<file path="src/rtl/cpu_pkg.sv">
// Shared execute-stage types: decoded ALU controls, compare flags, ALU FSM states
// and the control-priority decoder.
package cpu_pkg;

  localparam int DEFAULT_WIDTH = 16;

  typedef struct packed {
    logic isAdd;
    logic isSub;
    logic isCmp;
    logic isMul;
    logic isDiv;
    logic isMod;
    logic isLsl;
    logic isLsr;
    logic isAsr;
    logic isOr;
    logic isAnd;
    logic isNot;
    logic isMov;
  } aluctrl;

  typedef struct packed {
    logic GT;
    logic ET;
  } flg;

  typedef enum logic [1:0] {
    IDLE = 2'd0,
    MUL  = 2'd1,
    DIV  = 2'd2,
    HOLD = 2'd3
  } aluState;

  typedef enum logic [3:0] {
    OP_NONE, OP_ADD, OP_SUB, OP_CMP, OP_MUL, OP_DIV, OP_MOD,
    OP_LSL, OP_LSR, OP_ASR, OP_OR, OP_AND, OP_NOT, OP_MOV
  } aluOp;

  // The decoder may raise several bits at once; the earliest one in this chain wins.
  function automatic aluOp decodeOp(input aluctrl c);
    aluOp op;
    if      (c.isAdd) op = OP_ADD;
    else if (c.isSub) op = OP_SUB;
    else if (c.isCmp) op = OP_CMP;
    else if (c.isMul) op = OP_MUL;
    else if (c.isDiv) op = OP_DIV;
    else if (c.isMod) op = OP_MOD;
    else if (c.isLsl) op = OP_LSL;
    else if (c.isLsr) op = OP_LSR;
    else if (c.isAsr) op = OP_ASR;
    else if (c.isOr)  op = OP_OR;
    else if (c.isAnd) op = OP_AND;
    else if (c.isNot) op = OP_NOT;
    else if (c.isMov) op = OP_MOV;
    else              op = OP_NONE;
    return op;
  endfunction

endpackage

</file>
<file path="src/rtl/alu_div_iter.sv">
// Unsigned restoring divider: one quotient bit per clock, WIDTH clocks after start.
// quotient/remainder show the values being committed this cycle, valid when done is high.
module alu_div_iter
  import cpu_pkg::*;
#(
  parameter int WIDTH = DEFAULT_WIDTH
) (
  input  logic             clk,
  input  logic             rst_n,
  input  logic             start,
  input  logic [WIDTH-1:0] divisor,
  input  logic [WIDTH-1:0] dividend,
  output logic [WIDTH-1:0] quotient,
  output logic [WIDTH-1:0] remainder,
  output logic             done
);

  localparam int CW = $clog2(WIDTH);
  localparam logic [CW-1:0] LAST = CW'(WIDTH - 1);

  logic             running;
  logic [CW-1:0]    cnt;
  logic [WIDTH-1:0] remReg;
  logic [WIDTH-1:0] quoReg;
  logic [WIDTH-1:0] divReg;
  logic [WIDTH:0]   remShift;
  logic [WIDTH:0]   remTrial;

  // Dividend bits leave quoReg at the top while quotient bits enter at the bottom.
  always_comb begin
    remShift = {remReg, quoReg[WIDTH-1]};
    remTrial = remShift - {1'b0, divReg};
    if (!remTrial[WIDTH]) begin
      remainder = remTrial[WIDTH-1:0];
      quotient  = {quoReg[WIDTH-2:0], 1'b1};
    end else begin
      remainder = remShift[WIDTH-1:0];
      quotient  = {quoReg[WIDTH-2:0], 1'b0};
    end
    done = running && (cnt == LAST);
  end

  always_ff @(posedge clk or negedge rst_n) begin
    if (!rst_n) begin
      running <= 1'b0;
      cnt     <= '0;
      remReg  <= '0;
      quoReg  <= '0;
      divReg  <= '0;
    end else if (start) begin
      running <= 1'b1;
      cnt     <= '0;
      remReg  <= '0;
      quoReg  <= dividend;
      divReg  <= divisor;
    end else if (running) begin
      remReg <= remainder;
      quoReg <= quotient;
      cnt    <= cnt + 1'b1;
      if (cnt == LAST) running <= 1'b0;
    end
  end

endmodule

</file>
<file path="src/rtl/alu_exec.sv">
// Execute-stage ALU with valid/ready handshakes: single-cycle logic/arith ops,
// iterative shift-add multiply and restoring divide/modulo.
module alu_exec
  import cpu_pkg::*;
#(
  parameter int WIDTH = DEFAULT_WIDTH
) (
  input  logic             clk,
  input  logic             rst_n,
  input  logic             in_valid,
  output logic             in_ready,
  input  aluctrl           ctrl,
  input  logic [WIDTH-1:0] op_a,
  input  logic [WIDTH-1:0] op_b,
  output logic             out_valid,
  input  logic             out_ready,
  output logic [WIDTH-1:0] result,
  output flg               flags,
  output logic             busy
);

  localparam int CW = $clog2(WIDTH);
  localparam logic [CW-1:0] LAST = CW'(WIDTH - 1);

  aluState          state;
  aluState          stateNext;
  aluOp             opSel;
  logic             accept;
  logic             outValidNext;
  logic [WIDTH-1:0] resultNext;
  flg               flagsNext;
  logic             startDiv;
  logic             divIsMod;
  logic [WIDTH-1:0] mulA;
  logic [WIDTH-1:0] mulB;
  logic [WIDTH-1:0] mulAcc;
  logic [WIDTH-1:0] mulSum;
  logic [CW-1:0]    iterCnt;
  logic [WIDTH-1:0] divQuo;
  logic [WIDTH-1:0] divRem;
  logic             divDone;

  assign in_ready = (state == IDLE) && (!out_valid || out_ready);
  assign accept   = in_valid && in_ready;
  assign busy     = (state == MUL) || (state == DIV);
  assign opSel    = decodeOp(ctrl);
  assign mulSum   = mulAcc + (mulB[0] ? mulA : '0);

  always_comb begin
    // NOTE: every signal driven here gets a default first, so no branch can infer a latch.
    stateNext    = state;
    resultNext   = result;
    flagsNext    = flags;
    outValidNext = out_valid && !out_ready;
    startDiv     = 1'b0;
    case (state)
      IDLE: begin
        if (accept) begin
          outValidNext = 1'b1;
          case (opSel)
            OP_ADD: resultNext = op_a + op_b;
            OP_SUB: resultNext = op_a - op_b;
            OP_CMP: begin
              resultNext   = '0;
              flagsNext.GT = $signed(op_a) > $signed(op_b);
              flagsNext.ET = (op_a == op_b);
            end
            OP_MUL: begin
              outValidNext = 1'b0;
              stateNext    = MUL;
            end
            OP_DIV, OP_MOD: begin
              // A zero divisor is answered at once instead of iterating.
              if (op_b == '0) begin
                resultNext = (opSel == OP_DIV) ? '1 : op_a;
              end else begin
                outValidNext = 1'b0;
                stateNext    = DIV;
                startDiv     = 1'b1;
              end
            end
            OP_LSL:  resultNext = op_a << op_b[CW-1:0];
            OP_LSR:  resultNext = op_a >> op_b[CW-1:0];
            OP_ASR:  resultNext = $signed(op_a) >>> op_b[CW-1:0];
            OP_OR:   resultNext = op_a | op_b;
            OP_AND:  resultNext = op_a & op_b;
            OP_NOT:  resultNext = ~op_a;
            OP_MOV:  resultNext = op_b;
            default: resultNext = '0;
          endcase
        end
      end
      MUL: begin
        if (iterCnt == LAST) begin
          resultNext   = mulSum;
          outValidNext = 1'b1;
          stateNext    = HOLD;
        end
      end
      DIV: begin
        if (divDone) begin
          resultNext   = divIsMod ? divRem : divQuo;
          outValidNext = 1'b1;
          stateNext    = HOLD;
        end
      end
      HOLD: begin
        if (out_ready) stateNext = IDLE;
      end
      default: stateNext = IDLE;
    endcase
  end

  // NOTE: sequential state is written with non-blocking assignments only.
  always_ff @(posedge clk or negedge rst_n) begin
    if (!rst_n) begin
      state     <= IDLE;
      out_valid <= 1'b0;
      result    <= '0;
      flags     <= '0;
    end else begin
      state     <= stateNext;
      out_valid <= outValidNext;
      result    <= resultNext;
      flags     <= flagsNext;
    end
  end

  // Operands are captured on every acceptance; only MUL/DIV use them afterwards.
  always_ff @(posedge clk or negedge rst_n) begin
    if (!rst_n) begin
      mulA     <= '0;
      mulB     <= '0;
      mulAcc   <= '0;
      iterCnt  <= '0;
      divIsMod <= 1'b0;
    end else if (accept) begin
      mulA     <= op_a;
      mulB     <= op_b;
      mulAcc   <= '0;
      iterCnt  <= '0;
      divIsMod <= (opSel == OP_MOD);
    end else if (state == MUL) begin
      mulAcc  <= mulSum;
      mulA    <= mulA << 1;
      mulB    <= mulB >> 1;
      iterCnt <= iterCnt + 1'b1;
    end
  end

  alu_div_iter #(
    .WIDTH(WIDTH)
  ) uDiv (
    .clk      (clk),
    .rst_n    (rst_n),
    .start    (startDiv),
    .divisor  (op_b),
    .dividend (op_a),
    .quotient (divQuo),
    .remainder(divRem),
    .done     (divDone)
  );

endmodule
</file>
<file path="config.mk">
export PLATFORM = sky130hd
export DESIGN_NAME = alu_exec
export DESIGN_NICKNAME = d
export VERILOG_FILES = /design/src/rtl/cpu_pkg.sv /design/src/rtl/alu_div_iter.sv /design/src/rtl/alu_exec.sv
export SDC_FILE = /design/constraint.sdc
export NUM_CORES = 1
export LEC_CHECK = 0
export ABC_AREA = 0
export ABC_CLOCK_PERIOD_IN_PS = 3300
export CAP_MARGIN = 0
export CORE_MARGIN = 1
export CORE_UTILIZATION = 50
export CTS_CLUSTER_SIZE = 24
export DETAILED_ROUTE_END_ITERATION = 12
export PLACE_DENSITY = 0.69
export SKIP_LAST_GASP = 1
export SLEW_MARGIN = 20
export SYNTH_ARGS = -nofsm -noshare
export SYNTH_HDL_FRONTEND = slang
export SYNTH_SLANG_ARGS = --single-unit
</file>
<file path="constraint.sdc">
create_clock -name clk -period 3.3 [get_ports clk]
set_input_delay 0.495 -clock clk [delete_from_list [all_inputs] [get_ports clk]]
set_output_delay 0.495 -clock clk [all_outputs]
set_load 0.005 [all_outputs]
</file>
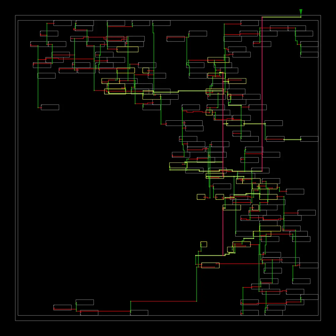
**Above:** run 1 (clock nets).
clk pwr: 0.00211 W
CTS Buf Count: 17
clock sink total: 127
flop count: 127

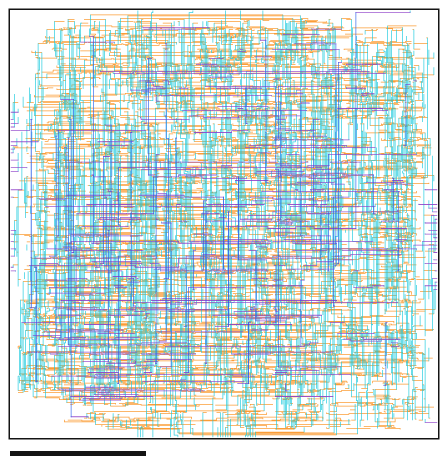
**Above:** run 1 (metal layers overlaid).
The bar under the picture is 50 um long.
color	layer	wire length
purple	M3	4630 um
cyan	M2	22.0 mm
orange	M1	20.4 mm
blue	M4	2370 um
WL/cell: 23.20 um
WL final: 49320 um
GRT Overall Usage: 0.4051
via count: 13320

==> Changelog: implementation, run 1 <==
## Flow update

* Status: complete, no violations
* Vias in the first global route at 12800
* Chip Width at 157.7 um
* CP max FO at 16
* Syn nets at between 1500 and 2000
* Chip footprint at 24860 um2
* Latency at later pin at about 0.43 ns
* Main area contributors: dfrtp_1, ha_1, mux2i_1
* CP endpoint kind: register
* Initial antenna violation count at 0
* FILL cells at between 2000 and 2500
* RSZ-0062 raised after global routing: true
* Crit path largest cell delay at between 0.4 and 0.5 ns
* Yosys synthesis chip area at roughly 12000 um2
* Synthesized area at roughly 12000 um2
* Clock skew at between 0.015 and 0.02 ns
* Setup TNS at 0 ns
* Slew HR at 0.4841
* Detail Placement HPWL at between 30000 and 40000 um
* Fp_density at 0.5132
* Share of post-route cells with drive strength above 1 at 0.2324
* CTS max path bufs at 2
* Leakage power at about 7.1 nW
* Mux share at 0.1108
* CP required at roughly 3.6 ns
* CTS Root Cell: clkbuf_16
* Post-synth top flop: dfrtp_1
* Max-Cap Viols at 0
* Vias per cell at ~6.3
* VDD IR max at between 0.6 and 0.7 mV
* Area grow syn2layout at 31.93%
* Yosys cell count at 1518
* Yosys reg bits at 127
* Fin crit period at 3.221 ns
* Setup violators final at 0
* Core Area at 23610 um2
* Commonest Layout Cell: buf_4
* Crit Path Class: reg2reg
* Routability cong. at approximately 1.1
* Adder Share, Synth at 0.09644
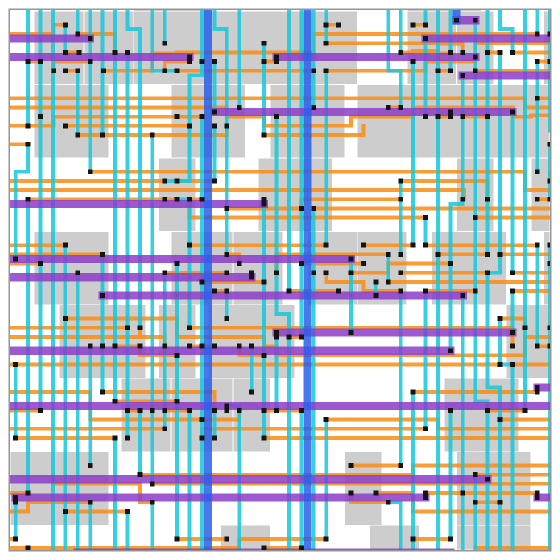
**Above:** run 1 (a small window of the routed layout).
Region (29, 29) to (49, 49) um. Cells in gray, sequential cells in the stronger gray; small squares are vias.
color	layer
cyan	M2
orange	M1
purple	M3
blue	M4
cells with their middle in the window	28
sequential cells in the window	0
most frequent	buf_4 (6), nor2_1 (4), a21oi_1 (4)

run 1: Yosys cell counts (12+ instances only):
master / number
nor2_1: 152
nand2_1: 155
nand4_1: 14
mux4_2: 12
a31oi_1: 17
a211oi_1: 31
xnor2_1: 34
clkbuf_1: 72
dfrtp_1: 127
a21oi_1: 95
mux2i_1: 97
ha_1: 87
xor2_1: 14
nor3_1: 36
nand3_1: 30
nor2b_1: 17
inv_1: 74
nand2b_1: 18
buf_2: 19
and2_1: 24
o211ai_1: 17
o21ai_0: 149
run 1: power by group:
part	switching, W	total, W	internal [W]
Combinational	0.00427	0.00759	0.00332
Sequential	0.000592	0.00285	0.00225
Clock	0.000825	0.00211	0.00128
run 1: registers in the layout (all words and copies together) (netlist names):
register	cells
mulAcc	16
uDiv.quoReg	16
mulA	16
divIsMod	1
uDiv.remReg	16
out_valid	1
uDiv.cnt	4
flags	2
uDiv.divReg	16
iterCnt	4
uDiv.running	1
state	2
mulB	16
result	16
run 1: metal layers:
| metal | track usage | part of all wire |
|---|---|---|
| met1 | 0.5358 | 0.41 |
| met2 | 0.6329 | 0.45 |
| met3 | 0.08514 | 0.094 |
| met4 | 0.1840 | 0.048 |
| met5 | 0 | 0 |
run 1: cell families after synthesis:
kind of cell | count (synthesis)
and+or+nand+nor | 496
buffers and inverters | 177
AOI/OAI and AO/OA | 461
xor gates and xnor gates | 48
muxes | 118
adders and majority gates | 91
DFF | 127
run 1: per-stage QoR:
stage | power (W) | cell area (um2) | util | hold slack [ns] | setup slack [ns]
CTS | 0.01201 | 15720 | 0.6658 | 0.03087 | 0.01749
detailed placement | 0.009793 | 15060 | 0.6377 | 0.4700 | -0.3352
finish | 0.01254 | 15990 | 0.6770 | 0.01687 | 0.07898
global placement | 0.009599 | 15060 | 0.6377 | 0.4626 | -0.3060
floorplan | 0.007120 | 12120 | - | 0.1994 | 0.009496
global route | 0.01328 | 15990 | 0.6770 | 0.05468 | -0.04845
run 1: cell type report:
type / instances / area (um2) / share of cell area
tap: 319 / 399.1 / 0.02497
inverter: 75 / 281.5 / 0.01761
multi-input combinational: 1215 / 8542 / 0.5343
clock buffer: 17 / 425.4 / 0.02661
timing repair buffer: 359 / 2950 / 0.1846
clock inverter: 14 / 209.0 / 0.01307
sequential: 127 / 3179 / 0.1989
run 1: worst paths after layout:
kind                                      start              end  slack, ns  cells past startpoint
worst max-delay path                    mulB[0]        result[9]       0.08                     14
worst min-delay path                      rst_n         mulB[11]       0.02                      1
worst max register to register          mulB[0]        result[9]       0.08                     14
worst min register to register  uDiv.divReg[11]  uDiv.divReg[11]       0.48                      2
max in group asynchronous                 rst_n         flags[1]       2.48                      2
min in group clk                uDiv.divReg[11]  uDiv.divReg[11]       0.48                      2
run 1: repair_timing:
item | CTS | global route
setup endpoints to repair | 6 | 18
gates resized | 5 | 52
pin swaps | 3 | 12
cloned | 0 | 1
buffers inserted | 1 | 2
run 1: critical path, delay by kind of cell (launching register included):
family          cells  cell delay [ns]
simple gates        5             1.04
compound gates      4             0.87
buf+inv             3             0.40
flops               1             0.36
fa+ha+maj           1             0.29
xor+xnor            1             0.14
==> run 1 -> run 2 <==
- PLACE_DENSITY: 0.69 -> 0.67
==> run 2 against run 1 <==
  * Setup slack got worse by 0.042 ns
  * Count of clock-buffer cells in the layout did not move
  * Clock skew up 0.0039 ns
  * Cell area hardly changed
  * Power fell by 0.92%
  * Register-to-register slack lost 0.04 ns
  * Cell count up 0.42%
  * First-iteration DRC count decreased by 24%
  * Critical path type unchanged
  * Largest cell class unchanged
  * Largest power group unchanged
==> Changelog: implementation, run 2 <==
## Flow update

* CP required at between 3 and 4 ns
* Area grow syn2layout at 31.88%
* Detail Placement HPWL at between 30000 and 40000 um
* Vias per cell at ~6
* Vias in the first global route at around 13000
* FF-to-FF End: result[13]
* Fp_density at 0.5132
* Met2 usage at 0.6415
* Clock sink total at approximately 130
* CTS max path bufs at 2
* Yosys synthesis chip area at around 12000 um2
* Grt met3 use at 0.06652
* Synth top cell by count: nand2_1
* GRT Max-Usage Layer: met2
* Initial antenna violation count at 2
* Routability cong. at between 1 and 1.5
* CP max FO at 5
* Core Area at ~24000 um2
* Worst hold margin at 0.07618 ns
* CTS Buf Count at 17
* Reg2reg start: uDiv.divReg[2]
* Status: complete, no violations
* Chip footprint at between 20000 and 25000 um2
* Met1 Resource Use GR at 0.5272
* Syn nets at between 1500 and 2000
* Synthesized area at 12120 um2
* Leakage power at 7.096 nW
* VDD IR max at around 0.62 mV
* Crit Path Class: reg2reg
* Worst reg2reg path depth at 12
* Final core utilization at 0.6768
## run 2: layer usage
metal	part of all wire	vias to the layer above
li1	-	6077
met5	0	-
met2	0.45	634
met4	0.047	0
met1	0.42	6354
met3	0.084	124
## run 2: final cells by class
cell class,count,area (um2),area share
multi-input cells,1214,8457,0.5292
flip-flops and latches,127,3179,0.1989
repair buffers,367,3064,0.1917
clock buffers,17,425.4,0.02662
well taps,319,399.1,0.02497
inverters,75,281.5,0.01762
clock inverters,15,172.7,0.01080
diodes,1,2.502,0.0001566
## run 2: kinds of logic (layout without fill, tap and decap cells)
family | Yosys count | after routing | synth area share
adder cells (fa/ha/maj) | 91 | 91 | 0.09644
AND-OR/OR-AND | 461 | 461 | 0.2494
flip-flops | 127 | 127 | 0.2623
other | 0 | 1 | 0
XOR/XNOR | 48 | 48 | 0.03469
AND/OR/NAND/NOR | 496 | 496 | 0.1897
buffers and inverters | 177 | 474 | 0.05679
multiplexers | 118 | 118 | 0.1108
## run 2: critical path: stages, from the launching register on
cell,delay [ns]
dfrtp_1,0.41
inv_1,0.07
ha_1,0.37
o21a_1,0.21
o31a_1,0.13
o311ai_1,0.47
a221oi_1,0.20
o21a_1,0.23
and3b_1,0.17
o31ai_2,0.31
a21oi_1,0.16
a2111oi_4,0.31
nor3_2,0.08
## run 2: worst min-delay path by stage
stage / startpoint / endpoint / slack (ns)
floorplan: rst_n / divIsMod / 0.20
global placement: uDiv.divReg[10] / uDiv.divReg[10] / 0.46
detailed placement: uDiv.divReg[8] / uDiv.divReg[8] / 0.47
CTS: rst_n / uDiv.cnt[0] / 0.09
global route: rst_n / uDiv.cnt[0] / 0.12
finish: rst_n / uDiv.cnt[0] / 0.08
## run 2: through the flow
step	TNS (ns)	power, W	setup WS, ns
final	0	0.01243	0.03718
after global routing	-0.2960	0.01315	-0.08946
after CTS	-0.03848	0.01204	-0.02587
after detailed placement	-3.642	0.009968	-0.3989
after global placement	-3.572	0.009796	-0.3972
after floorplan	0	0.007120	0.009496
## run 2: power breakdown
group          internal [W]  total [W]  switching, W
Clock               0.00114    0.00202      0.000881
Sequential          0.00225    0.00284      0.000590
Combinational       0.00336    0.00756       0.00419
Total               0.00676     0.0124       0.00567
## run 2: repair_timing
| item | 4_1_cts | 5_1_grt |
|---|---|---|
| pin swaps | 2 | 10 |
| hold buffers | 0 | 0 |
| resized | 2 | 38 |
| gates cloned | 0 | 0 |
| buffers inserted | 0 | 3 |
| endpoints found under the setup margin | 4 | 19 |
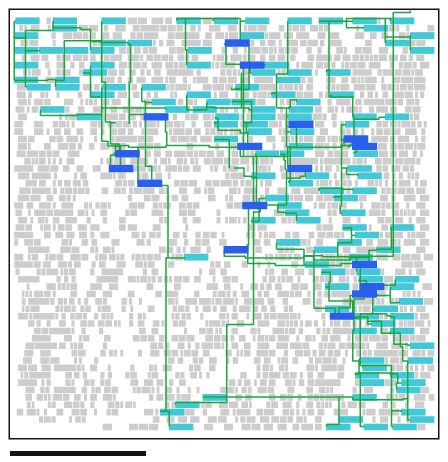
**Above:** run 2 (clock wires, drivers and flops).
The bar under the picture is 50 um long.
[cyan] flip-flops | count: 127
[blue] clock-net drivers | count: 17
[green] clock wires | length: 2250 um
routed clock nets	18
flops lie	widely spread
clk pwr: 0.00202 W
clock skew: 0.01939 ns
Latency at later pin: 0.44 ns

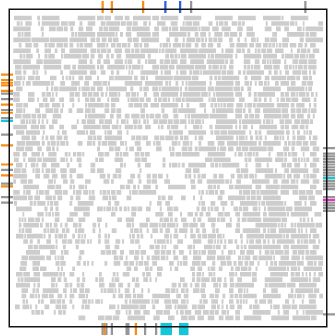
**Above:** run 2 (I/O pins on the die edge).
Pins as bars across the die edge, other pins in gray.
color	port	pins	direction	edge
blue	flags	2	output	north
magenta	out_ready	1	input	east
orange	op_a	16	input	11 west, 3 north, 2 south
cyan	ctrl	13	input	11 south, 1 west, 1 east
all pins by edge	22 east, 21 west, 20 south, 7 north
die height: 157.7 um
number of port buffers: 69

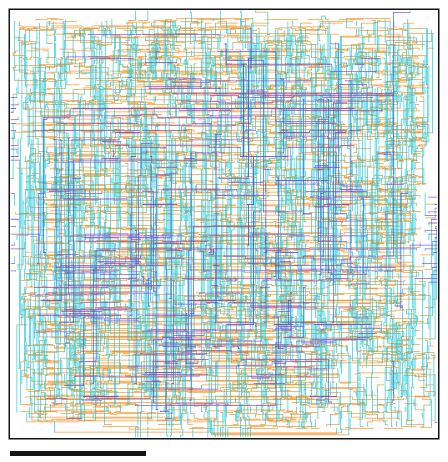
**Above:** run 2 (metal layers overlaid).
The bar under the picture is 50 um long.
color	layer	wire length
blue	M4	2330 um
cyan	M2	22.1 mm
orange	M1	20.6 mm
purple	M3	4140 um
WL final: 49200 um
GRT Overall Usage: 0.4018
via count: 13190
WL/cell: 23.04 um

==> run 2 -> run 3 <==
- HOLD_SLACK_MARGIN: not set -> 0.02
==> run 3 against run 2 <==
  * Critical path depth did not move
  * Clock power barely moved
  * Combinational power barely moved
  * Wire length did not move
  * Critical endpoint unchanged
==> Changelog: implementation, run 3 <==
## Flow update

* Share of post-route cells with drive strength above 1 at 0.2292
* Syn nets at roughly 1700
* FILL cells at between 2000 and 2500
* Area grow syn2layout at 31.88%
* Fin crit period at around 3.3 ns
* WL final at between 40000 and 50000 um
* Vias per cell at approximately 6
* Core Area at about 24000 um2
* CTS Buf Count at 17
* Vias in the first global route at 12730
* CP max FO at 5
* Yosys cell count at between 1500 and 2000
* RSZ-0062 raised after global routing: true
* Crit path top cell by count: o21a_1
* Leakage power at just over 7 nW
* Chip footprint at about 25000 um2
* Crit path largest cell delay at between 0.4 and 0.5 ns
* Fp_density at 0.5132
* Status: complete, no violations
* Gate Area at 8457 um2
* Cell family with most CP delay: AND-OR/OR-AND gates
* Slew HR at 0.5618
* Final worst setup slack at 0.03718 ns
* CP max stage cell: o311ai_1
* Post-route cell area at 15980 um2
* Final Power at approximately 0.012 W
* DP Area at ~15000 um2
* Via count at 13190
* CTS max path bufs at 2
* Setup violators final at 0
* Latency at later pin at 0.44 ns
[run 3: layout make-up]
type / instances / area share
antenna: 1 / 0.0001566
clock buffer: 17 / 0.02662
clock inverter: 15 / 0.01080
inverter: 75 / 0.01762
multi-input combinational: 1214 / 0.5292
sequential: 127 / 0.1989
tap: 319 / 0.02497
timing repair buffer: 367 / 0.1917
[run 3: worst reg2reg max path, stage by stage (launching register included)]
cell and delay, ns:
dfrtp_1 0.41, inv_1 0.07, ha_1 0.37, o21a_1 0.21, o31a_1 0.13, o311ai_1 0.47, a221oi_1 0.20, o21a_1 0.23
and3b_1 0.17, o31ai_2 0.31, a21oi_1 0.16, a2111oi_4 0.31, nor3_2 0.08
[run 3: kinds of logic (layout without fill, tap and decap cells)]
| family | after synthesis | after routing | share of synthesized area |
|---|---|---|---|
| other cells | 0 | 1 | 0 |
| flops | 127 | 127 | 0.2623 |
| buf+inv | 177 | 474 | 0.05679 |
| xor+xnor | 48 | 48 | 0.03469 |
| mux | 118 | 118 | 0.1108 |
| compound gates | 461 | 461 | 0.2494 |
| fa+ha+maj | 91 | 91 | 0.09644 |
| simple gates | 496 | 496 | 0.1897 |
[run 3: power breakdown]
part           switching, W  internal, W
Clock              0.000881      0.00114
Combinational       0.00419      0.00336
Sequential         0.000590      0.00225
Total               0.00567      0.00676
[run 3: path summary, 6_finish.rpt]
check                                from              to  slack [ns]  cells past startpoint
min reg2reg                uDiv.divReg[8]  uDiv.divReg[8]        0.49                      2
max reg2reg                uDiv.divReg[2]      result[13]        0.04                     12
max                        uDiv.divReg[2]      result[13]        0.04                     12
min in group clk           uDiv.divReg[8]  uDiv.divReg[8]        0.49                      2
min                                 rst_n     uDiv.cnt[0]        0.08                      1
max in group asynchronous           rst_n  uDiv.divReg[8]        2.49                      2
[run 3: routing by layer]
layer  up-vias  routed length (um)  share of wire  GRT usage
met5         -                   0              0          0
met4         0                2330          0.047     0.1923
met3       124                4137          0.084    0.06652
met2       634               22130           0.45     0.6415
met1      6354               20600           0.42     0.5272
li1       6077                   -              -          -
[run 3: repair_timing]
action                     4_1_cts  5_1_grt
pin swaps                        2       10
setup endpoints to repair        4       19
gates resized                    2       38
setup buffers                    0        3
hold buffers                     0        0
[run 3: per-stage QoR]
stage	util	hold WS (ns)
floorplan	-	0.1994
global placement	0.6423	0.4637
detailed placement	0.6423	0.4716
CTS	0.6678	0.08771
global route	0.6767	0.1203
finish	0.6768	0.07618
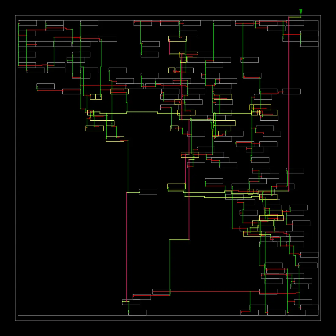
**Above:** run 3 (clock nets).
clkbuf count: 17

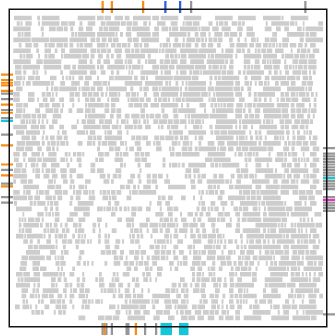
**Above:** run 3 (I/O pins on the die edge).
Pins as bars across the die edge, other pins in gray.
color	port	pins	direction	edge
orange	op_a	16	input	11 west, 3 north, 2 south
cyan	ctrl	13	input	11 south, 1 west, 1 east
magenta	out_ready	1	input	east
blue	flags	2	output	north
all pins by edge	22 east, 21 west, 20 south, 7 north
Chip Width: 157.7 um

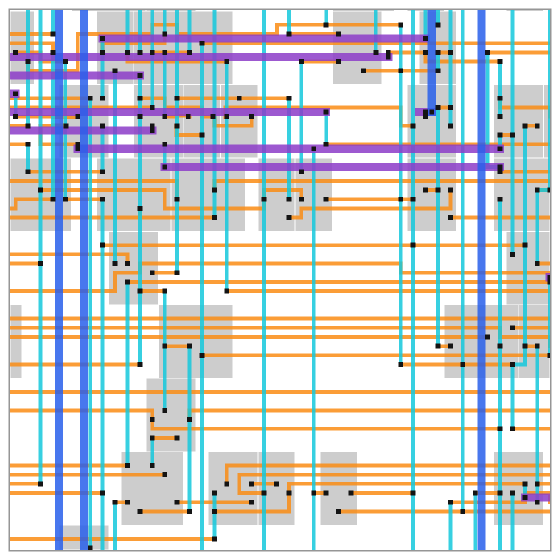
**Above:** run 3 (a small window of the routed layout).
Region (29, 29) to (49, 49) um. Cells in gray, sequential cells in the stronger gray; small squares are vias.
color	layer
cyan	M2
orange	M1
purple	M3
blue	M4
cells with their middle in the window	27
sequential cells in the window	0
most frequent	o21ai_0 (8), buf_4 (5)

Power and IR drop assume default switching activity.
